===== config.mk =====
export PLATFORM = sky130hd
export DESIGN_NAME = mem_arbiter
export DESIGN_NICKNAME = d
export VERILOG_FILES = /design/src/rtl/mem_pkg.sv /design/src/rtl/mem_lane_steer.sv /design/src/rtl/mem_arbiter.sv
export SDC_FILE = /design/constraint.sdc
export NUM_CORES = 1
export LEC_CHECK = 0
export CAP_MARGIN = 10
export CELL_PAD_IN_SITES_DETAIL_PLACEMENT = 0
export CELL_PAD_IN_SITES_GLOBAL_PLACEMENT = 1
export CORE_UTILIZATION = 31
export CTS_CLUSTER_SIZE = 40
export DETAILED_ROUTE_END_ITERATION = 10
export GPL_TIMING_DRIVEN = 0
export PLACE_DENSITY_LB_ADDON = 0.1
export SYNTH_ARGS = -nofsm -noshare
export SYNTH_HDL_FRONTEND = slang
export SYNTH_HIERARCHICAL = 1
export SYNTH_SLANG_ARGS = --single-unit

===== constraint.sdc =====
create_clock -name clk -period 3.9 [get_ports clk]
set_input_delay 0.39 -clock clk [delete_from_list [all_inputs] [get_ports clk]]
set_output_delay 0.39 -clock clk [all_outputs]
set_load 0.05 [all_outputs]

===== src/rtl/mem_pkg.sv =====
// Shared memory-port definitions: access size codes, arbiter states and the
// lane helpers (byte enables, misalignment, load extract/extend).
package mem_pkg;

    localparam logic [1:0] SZ_BYTE = 2'd0;
    localparam logic [1:0] SZ_HALF = 2'd1;
    localparam logic [1:0] SZ_WORD = 2'd2;

    typedef enum logic [1:0] {
        ST_IDLE   = 2'd0,
        ST_BUSY_I = 2'd1,
        ST_BUSY_D = 2'd2,
        ST_ERR_D  = 2'd3
    } arb_state_e;

    function automatic logic [3:0] be_gen(input logic [1:0] size, input logic [1:0] off);
        case (size)
            SZ_BYTE: be_gen = 4'b0001 << off;
            SZ_HALF: be_gen = 4'b0011 << off;
            default: be_gen = 4'b1111;
        endcase
    endfunction

    function automatic logic is_misaligned(input logic [1:0] size, input logic [1:0] off);
        case (size)
            SZ_BYTE: is_misaligned = 1'b0;
            SZ_HALF: is_misaligned = off[0];
            default: is_misaligned = (off != 2'b00);
        endcase
    endfunction

    function automatic logic [31:0] load_ext(input logic [31:0] rdata, input logic [1:0] size,
                                             input logic [1:0] off, input logic is_unsigned);
        logic [31:0] sh;
        logic        sgn;
        sh = rdata >> {off, 3'b000};
        case (size)
            SZ_BYTE: begin
                sgn      = sh[7] & ~is_unsigned;
                load_ext = {{24{sgn}}, sh[7:0]};
            end
            SZ_HALF: begin
                sgn      = sh[15] & ~is_unsigned;
                load_ext = {{16{sgn}}, sh[15:0]};
            end
            default: begin
                sgn      = 1'b0;
                load_ext = sh;
            end
        endcase
    endfunction

endpackage


===== src/rtl/mem_lane_steer.sv =====
// Combinational data-port lane steering: byte enables, store shift,
// load extraction with sign/zero extension, misalignment detect.
module mem_lane_steer
    import mem_pkg::*;
(
    input  logic [1:0]  size,
    input  logic [1:0]  off,
    input  logic        is_unsigned,
    input  logic [31:0] wdata,
    input  logic [31:0] rdata,
    output logic [3:0]  be,
    output logic [31:0] wdata_sh,
    output logic [31:0] rdata_ext,
    output logic        misaligned
);

    assign be         = be_gen(size, off);
    assign wdata_sh   = wdata << {off, 3'b000};
    assign rdata_ext  = load_ext(rdata, size, off, is_unsigned);
    assign misaligned = is_misaligned(size, off);

endmodule


===== src/rtl/mem_arbiter.sv =====
// Instruction/data arbiter for a single-port memory bus, one transaction in
// flight. Optional bus-ack watchdog and i_err port: MEM_ARB_TIMEOUT_EN.
module mem_arbiter
    import mem_pkg::*;
#(
    parameter int XLEN         = 32,
    parameter int MAX_D_STREAK = 4,
    parameter int TIMEOUT      = 64
) (
    input  logic            clk,
    input  logic            rst,
    input  logic            i_req,
    input  logic [XLEN-1:0] i_addr,
    output logic            i_gnt,
    output logic            i_rvalid,
    output logic [XLEN-1:0] i_rdata,
`ifdef MEM_ARB_TIMEOUT_EN
    output logic            i_err,
`endif
    input  logic            d_req,
    input  logic            d_we,
    input  logic [XLEN-1:0] d_addr,
    input  logic [XLEN-1:0] d_wdata,
    input  logic [1:0]      d_size,
    input  logic            d_unsigned,
    output logic            d_gnt,
    output logic            d_rvalid,
    output logic [XLEN-1:0] d_rdata,
    output logic            d_err,
    output logic            bus_req,
    output logic            bus_we,
    output logic [XLEN-1:0] bus_addr,
    output logic [XLEN-1:0] bus_wdata,
    output logic [3:0]      bus_be,
    input  logic            bus_ack,
    input  logic [XLEN-1:0] bus_rdata
);

    localparam logic [3:0] MAX_STREAK = 4'(MAX_D_STREAK);

    arb_state_e      state_q, state_d;
    logic [3:0]      streak_q, streak_d;
    logic            i_gnt_q, i_gnt_d, i_rvalid_q, i_rvalid_d;
    logic [XLEN-1:0] i_rdata_q, i_rdata_d;
    logic            d_gnt_q, d_gnt_d, d_rvalid_q, d_rvalid_d, d_err_q, d_err_d;
    logic [XLEN-1:0] d_rdata_q, d_rdata_d;
    logic            bus_req_q, bus_req_d, bus_we_q, bus_we_d;
    logic [XLEN-1:0] bus_addr_q, bus_addr_d, bus_wdata_q, bus_wdata_d;
    logic [3:0]      bus_be_q, bus_be_d;
    logic [1:0]      d_size_q, d_size_d, d_off_q, d_off_d;
    logic            d_uns_q, d_uns_d;

    logic [1:0]      steer_size_s, steer_off_s;
    logic            steer_uns_s, misal_s, tmo_hit_s, unused_s;
    logic [3:0]      st_be_s;
    logic [XLEN-1:0] st_wdata_s, ld_data_s;

    assign unused_s = ^i_addr[1:0];

    // In IDLE the live request is steered; while busy the captured access shapes the load.
    assign steer_size_s = (state_q == ST_IDLE) ? d_size     : d_size_q;
    assign steer_off_s  = (state_q == ST_IDLE) ? d_addr[1:0] : d_off_q;
    assign steer_uns_s  = (state_q == ST_IDLE) ? d_unsigned : d_uns_q;

    mem_lane_steer u_steer (
        .size        (steer_size_s),
        .off         (steer_off_s),
        .is_unsigned (steer_uns_s),
        .wdata       (d_wdata),
        .rdata       (bus_rdata),
        .be          (st_be_s),
        .wdata_sh    (st_wdata_s),
        .rdata_ext   (ld_data_s),
        .misaligned  (misal_s)
    );

`ifdef MEM_ARB_TIMEOUT_EN
    localparam int TW = $clog2(TIMEOUT + 1);
    logic [TW-1:0] tmo_cnt_q, tmo_cnt_d;
    logic          i_err_q, i_err_d;

    assign tmo_hit_s = (tmo_cnt_q == TW'(TIMEOUT - 1));
    assign i_err     = i_err_q;

    // Watchdog: counts busy cycles without an ack.
    always_comb begin
        if (((state_q == ST_BUSY_I) || (state_q == ST_BUSY_D)) && !bus_ack) begin
            tmo_cnt_d = tmo_cnt_q + TW'(1);
        end else begin
            tmo_cnt_d = {TW{1'b0}};
        end
    end

    // Watchdog state registers.
    always_ff @(posedge clk) begin
        if (rst) begin
            tmo_cnt_q <= {TW{1'b0}};
            i_err_q   <= 1'b0;
        end else begin
            tmo_cnt_q <= tmo_cnt_d;
            i_err_q   <= i_err_d;
        end
    end
`else
    logic unused_tmo_s;
    assign tmo_hit_s    = 1'b0;
    assign unused_tmo_s = (TIMEOUT > 0);
`endif

    // Arbitration, issue and completion: next state and all registered outputs.
    always_comb begin
        state_d     = state_q;
        streak_d    = streak_q;
        i_gnt_d     = 1'b0;
        i_rvalid_d  = 1'b0;
        i_rdata_d   = {XLEN{1'b0}};
        d_gnt_d     = 1'b0;
        d_rvalid_d  = 1'b0;
        d_rdata_d   = {XLEN{1'b0}};
        d_err_d     = 1'b0;
        bus_req_d   = bus_req_q;
        bus_we_d    = bus_we_q;
        bus_addr_d  = bus_addr_q;
        bus_wdata_d = bus_wdata_q;
        bus_be_d    = bus_be_q;
        d_size_d    = d_size_q;
        d_off_d     = d_off_q;
        d_uns_d     = d_uns_q;
`ifdef MEM_ARB_TIMEOUT_EN
        i_err_d     = 1'b0;
`endif
        case (state_q)
            ST_IDLE: begin
                if (d_req && !(i_req && (streak_q == MAX_STREAK))) begin
                    d_gnt_d  = 1'b1;
                    if (i_req) begin
                        streak_d = streak_q + 4'd1;
                    end else begin
                        streak_d = 4'd0;
                    end
                    d_size_d = d_size;
                    d_off_d  = d_addr[1:0];
                    d_uns_d  = d_unsigned;
                    if (misal_s) begin
                        state_d = ST_ERR_D;
                    end else begin
                        state_d     = ST_BUSY_D;
                        bus_req_d   = 1'b1;
                        bus_we_d    = d_we;
                        bus_addr_d  = {d_addr[XLEN-1:2], 2'b00};
                        bus_wdata_d = st_wdata_s;
                        bus_be_d    = st_be_s;
                    end
                end else if (i_req) begin
                    i_gnt_d     = 1'b1;
                    streak_d    = 4'd0;
                    state_d     = ST_BUSY_I;
                    bus_req_d   = 1'b1;
                    bus_we_d    = 1'b0;
                    bus_addr_d  = {i_addr[XLEN-1:2], 2'b00};
                    bus_wdata_d = {XLEN{1'b0}};
                    bus_be_d    = 4'hF;
                end else begin
                    state_d = ST_IDLE;
                end
            end
            ST_BUSY_I: begin
                if (bus_ack || tmo_hit_s) begin
                    state_d     = ST_IDLE;
                    i_rvalid_d  = 1'b1;
                    bus_req_d   = 1'b0;
                    bus_we_d    = 1'b0;
                    bus_addr_d  = {XLEN{1'b0}};
                    bus_wdata_d = {XLEN{1'b0}};
                    bus_be_d    = 4'h0;
                    if (bus_ack) begin
                        i_rdata_d = bus_rdata;
                    end else begin
`ifdef MEM_ARB_TIMEOUT_EN
                        i_err_d   = 1'b1;
`endif
                        i_rdata_d = {XLEN{1'b0}};
                    end
                end else begin
                    state_d = ST_BUSY_I;
                end
            end
            ST_BUSY_D: begin
                if (bus_ack || tmo_hit_s) begin
                    state_d     = ST_IDLE;
                    d_rvalid_d  = 1'b1;
                    bus_req_d   = 1'b0;
                    bus_we_d    = 1'b0;
                    bus_addr_d  = {XLEN{1'b0}};
                    bus_wdata_d = {XLEN{1'b0}};
                    bus_be_d    = 4'h0;
                    if (bus_ack && !bus_we_q) begin
                        d_rdata_d = ld_data_s;
                    end else begin
                        d_rdata_d = {XLEN{1'b0}};
                    end
                    d_err_d = !bus_ack;
                end else begin
                    state_d = ST_BUSY_D;
                end
            end
            ST_ERR_D: begin
                state_d    = ST_IDLE;
                d_rvalid_d = 1'b1;
                d_err_d    = 1'b1;
            end
            default: begin
                state_d = ST_IDLE;
            end
        endcase
    end

    // State and output registers.
    always_ff @(posedge clk) begin
        if (rst) begin
            state_q     <= ST_IDLE;
            streak_q    <= 4'd0;
            i_gnt_q     <= 1'b0;
            i_rvalid_q  <= 1'b0;
            i_rdata_q   <= {XLEN{1'b0}};
            d_gnt_q     <= 1'b0;
            d_rvalid_q  <= 1'b0;
            d_rdata_q   <= {XLEN{1'b0}};
            d_err_q     <= 1'b0;
            bus_req_q   <= 1'b0;
            bus_we_q    <= 1'b0;
            bus_addr_q  <= {XLEN{1'b0}};
            bus_wdata_q <= {XLEN{1'b0}};
            bus_be_q    <= 4'h0;
            d_size_q    <= 2'd0;
            d_off_q     <= 2'd0;
            d_uns_q     <= 1'b0;
        end else begin
            state_q     <= state_d;
            streak_q    <= streak_d;
            i_gnt_q     <= i_gnt_d;
            i_rvalid_q  <= i_rvalid_d;
            i_rdata_q   <= i_rdata_d;
            d_gnt_q     <= d_gnt_d;
            d_rvalid_q  <= d_rvalid_d;
            d_rdata_q   <= d_rdata_d;
            d_err_q     <= d_err_d;
            bus_req_q   <= bus_req_d;
            bus_we_q    <= bus_we_d;
            bus_addr_q  <= bus_addr_d;
            bus_wdata_q <= bus_wdata_d;
            bus_be_q    <= bus_be_d;
            d_size_q    <= d_size_d;
            d_off_q     <= d_off_d;
            d_uns_q     <= d_uns_d;
        end
    end

    assign i_gnt     = i_gnt_q;
    assign i_rvalid  = i_rvalid_q;
    assign i_rdata   = i_rdata_q;
    assign d_gnt     = d_gnt_q;
    assign d_rvalid  = d_rvalid_q;
    assign d_rdata   = d_rdata_q;
    assign d_err     = d_err_q;
    assign bus_req   = bus_req_q;
    assign bus_we    = bus_we_q;
    assign bus_addr  = bus_addr_q;
    assign bus_wdata = bus_wdata_q;
    assign bus_be    = bus_be_q;

endmodule


==> impl.org <==
#+TITLE: Synthesis and PnR summary

** Global route
- Number of global-route vias before repair :: 5934

** Worst setup path
- The worst setup path is of the reg -> reg kind.
- The worst-case reg-to-reg setup slack stands at 0.41 ns.
- Measured in cells, the most critical reg-to-reg path has a length of 13.
- Required time of the worst setup path :: 4.19 ns
- Looking at the reg2reg group, the worst path starts from state_q[0].
- Sum of buffers and inverters on the critical path :: 6

** Yosys
- The mapped netlist covers 6370 sq um.
- Number of distinct standard cells referenced by the synthesized netlist :: 45
- Yosys stat counts 624 cells in the synthesized netlist.
- Per the synth log, the flip-flop and latch total comes to 148.

** Final timing
- For this run, the final setup violation count is recorded as 0.
- Across the routed clock network, the largest skew measured is 0.00937 ns.
- In this build the clock could be raised as far as 0.287 GHz.

** Detailed routing
- Per the detail_route report, routed wire per instance is 17.8 um.
- Post-detailed-routing wire length :: 21300 um
- TritonRoute reported its final design rule violation total as 0.
- Once detail routing completed, the nets flagged for antenna violations numbered 0.

** Cells and area
- Buffers excl. clock :: 321
- Between the synthesized netlist and the finished layout, the area growth was recorded as 57.4%.
- After routing the design area is 10000 sq um.
- The final layout contains a sequential cell count of 148.
- Cell kind with the greatest summed area :: combinational gates
- Fraction of final layout cells sized beyond drive strength 1 :: 0.110

** Power and ir drop
- Summing internal, switching and leakage power gives 4.75 mW.
- Power density of the placed cells :: 473 nW/um^2

** Min path
- Worst hold path depth :: 3

** Placement
- Cell Area, Placed :: 9420 sq um
- Port buffering added 270 buffers.

** CTS
- For this design, the CTS-stage hold fixing added 0 buffers.
- The clock H-tree reported by CTS has 4 levels.

** Run
- OpenROAD warning count :: 32

** Status
- The run finished with clean final reports.

** Floorplanning
- Std-Cell Core Area :: 20200 sq um
[cells in the mapped netlist (all sizes together) (2+ instances only)]
library cell  count  area share
o2bb2ai          34       0.047
nand2            38       0.024
a21oi            32       0.026
nor2b            12       0.012
clkbuf           18       0.011
and4b             3      0.0047
dfxtp           148        0.46
buf              33       0.035
o21a              2      0.0024
a211oi            8      0.0094
a22o             33       0.045
and2             72       0.071
nand3             4      0.0031
mux2             15       0.028
ha                6       0.012
mux2i            67        0.11
nor2             34       0.020
a311oi            3      0.0041
o211ai           16       0.027
inv               4      0.0024
o21ai            18       0.014
or2               9      0.0088
[per-stage QoR]
stage / hold WS (ns) / util / worst slack [ns]
5_1_grt: 0.423 / 0.498 / 0.0880
3_3_place_gp: 0.446 / 0.467 / 0.410
6_report: 0.440 / 0.498 / 0.410
2_1_floorplan: 0.455 / - / 1.18
3_5_place_dp: 0.445 / 0.467 / 0.268
4_1_cts: 0.408 / 0.497 / 0.243
[layer usage]
metal	vias up	track usage	wire length (um)
met5	-	0	0
li1	2785	-	-
met2	193	0.339	10200
met3	27	0.0508	1170
met1	2730	0.254	9520
met4	0	0.0847	431
[kinds of logic after synthesis]
family,synth area share
AOI/OAI and AO/OA,0.186
other,0.000588
adders and majority gates,0.0118
buffers and inverters,0.0477
muxes,0.133
and+or+nand+nor,0.156
DFF,0.465
[where the power goes]
group	total, mW	switching [mW]	internal (mW)
Combinational	1.35	0.809	0.538
Sequential	1.66	0.0505	1.61
Clock	1.74	0.639	1.10
[tightest hold or removal path, cell delays in order]
cell	delay, ns
sky130_fd_sc_hd__buf_2	0.14
sky130_fd_sc_hd__nand4_1	0.17
sky130_fd_sc_hd__a311oi_1	0.11
**Routed clock nets over the placement**

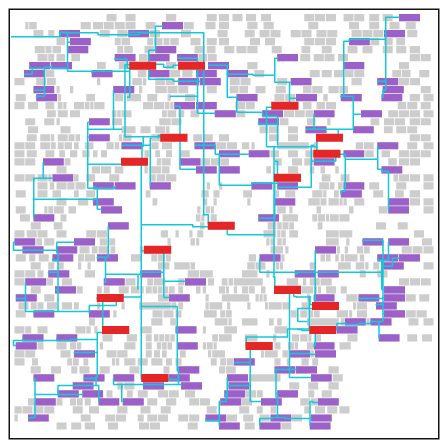
Cyan stands for clock wires, length 2030 um. Purple stands for flip-flops, count 148. Red stands for clock-net drivers, count 17.
Position of the flops: all over the die.

**Zoomed window**

Scale bar: 10 um. Region (60, 31) to (85, 56) um. Cells in gray, sequential cells in the stronger gray; small squares are vias.
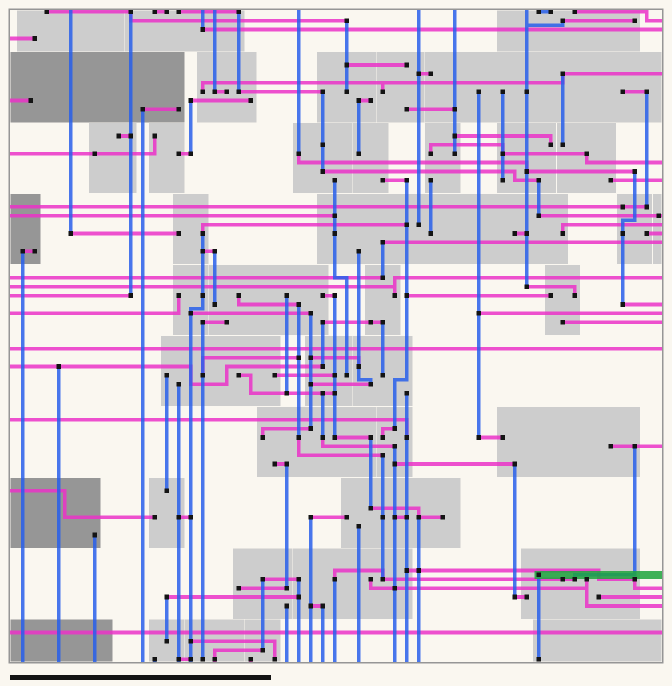
Green stands for M3. Blue stands for M2. Magenta stands for M1.
Sequential cells in the window: 2. Netlist names of flops here include d_rdata (2). Most frequent: nand2_1 (7), o211ai_2 (6). 38 logic cells have their middle in the window.

**Wiring heat map**

29 x 29 tiles, from black (low) to pale yellow (high), scaled to the fullest tile. Values are wire area over tile area, all layers added.
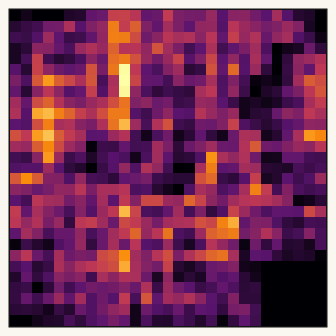
The mean over all tiles is 0.16. 14% of the tiles are over half the peak. 6.8% of the tiles are nearly empty. The fullest tile reaches 0.52. The emptiest ninth of the die: south-east.

**Logic cells by family**

Scale bar: 50 um.
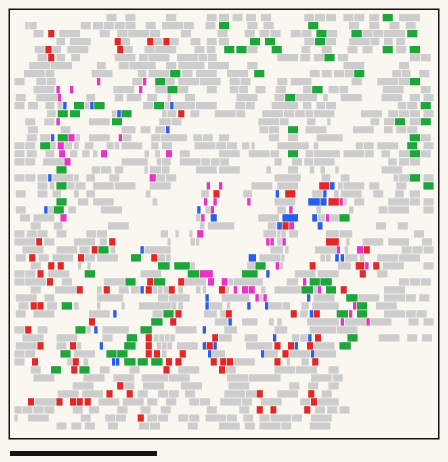
Magenta stands for nor cells, cells 49, most used nor2_1. Red stands for and/or cells, cells 87, most used and2_1. Green stands for mux cells, cells 82, most used mux2i_1, where all over the die. Blue stands for nand cells, cells 46, most used nand2_1.
logic share of the area: 0.310
most common cell after layout, fill and taps aside: sky130_fd_sc_hd__clkdlybuf4s50_1
Final Non-Filler Cells: 1195

No activity file was given, so power comes from the tool's default toggle rates.
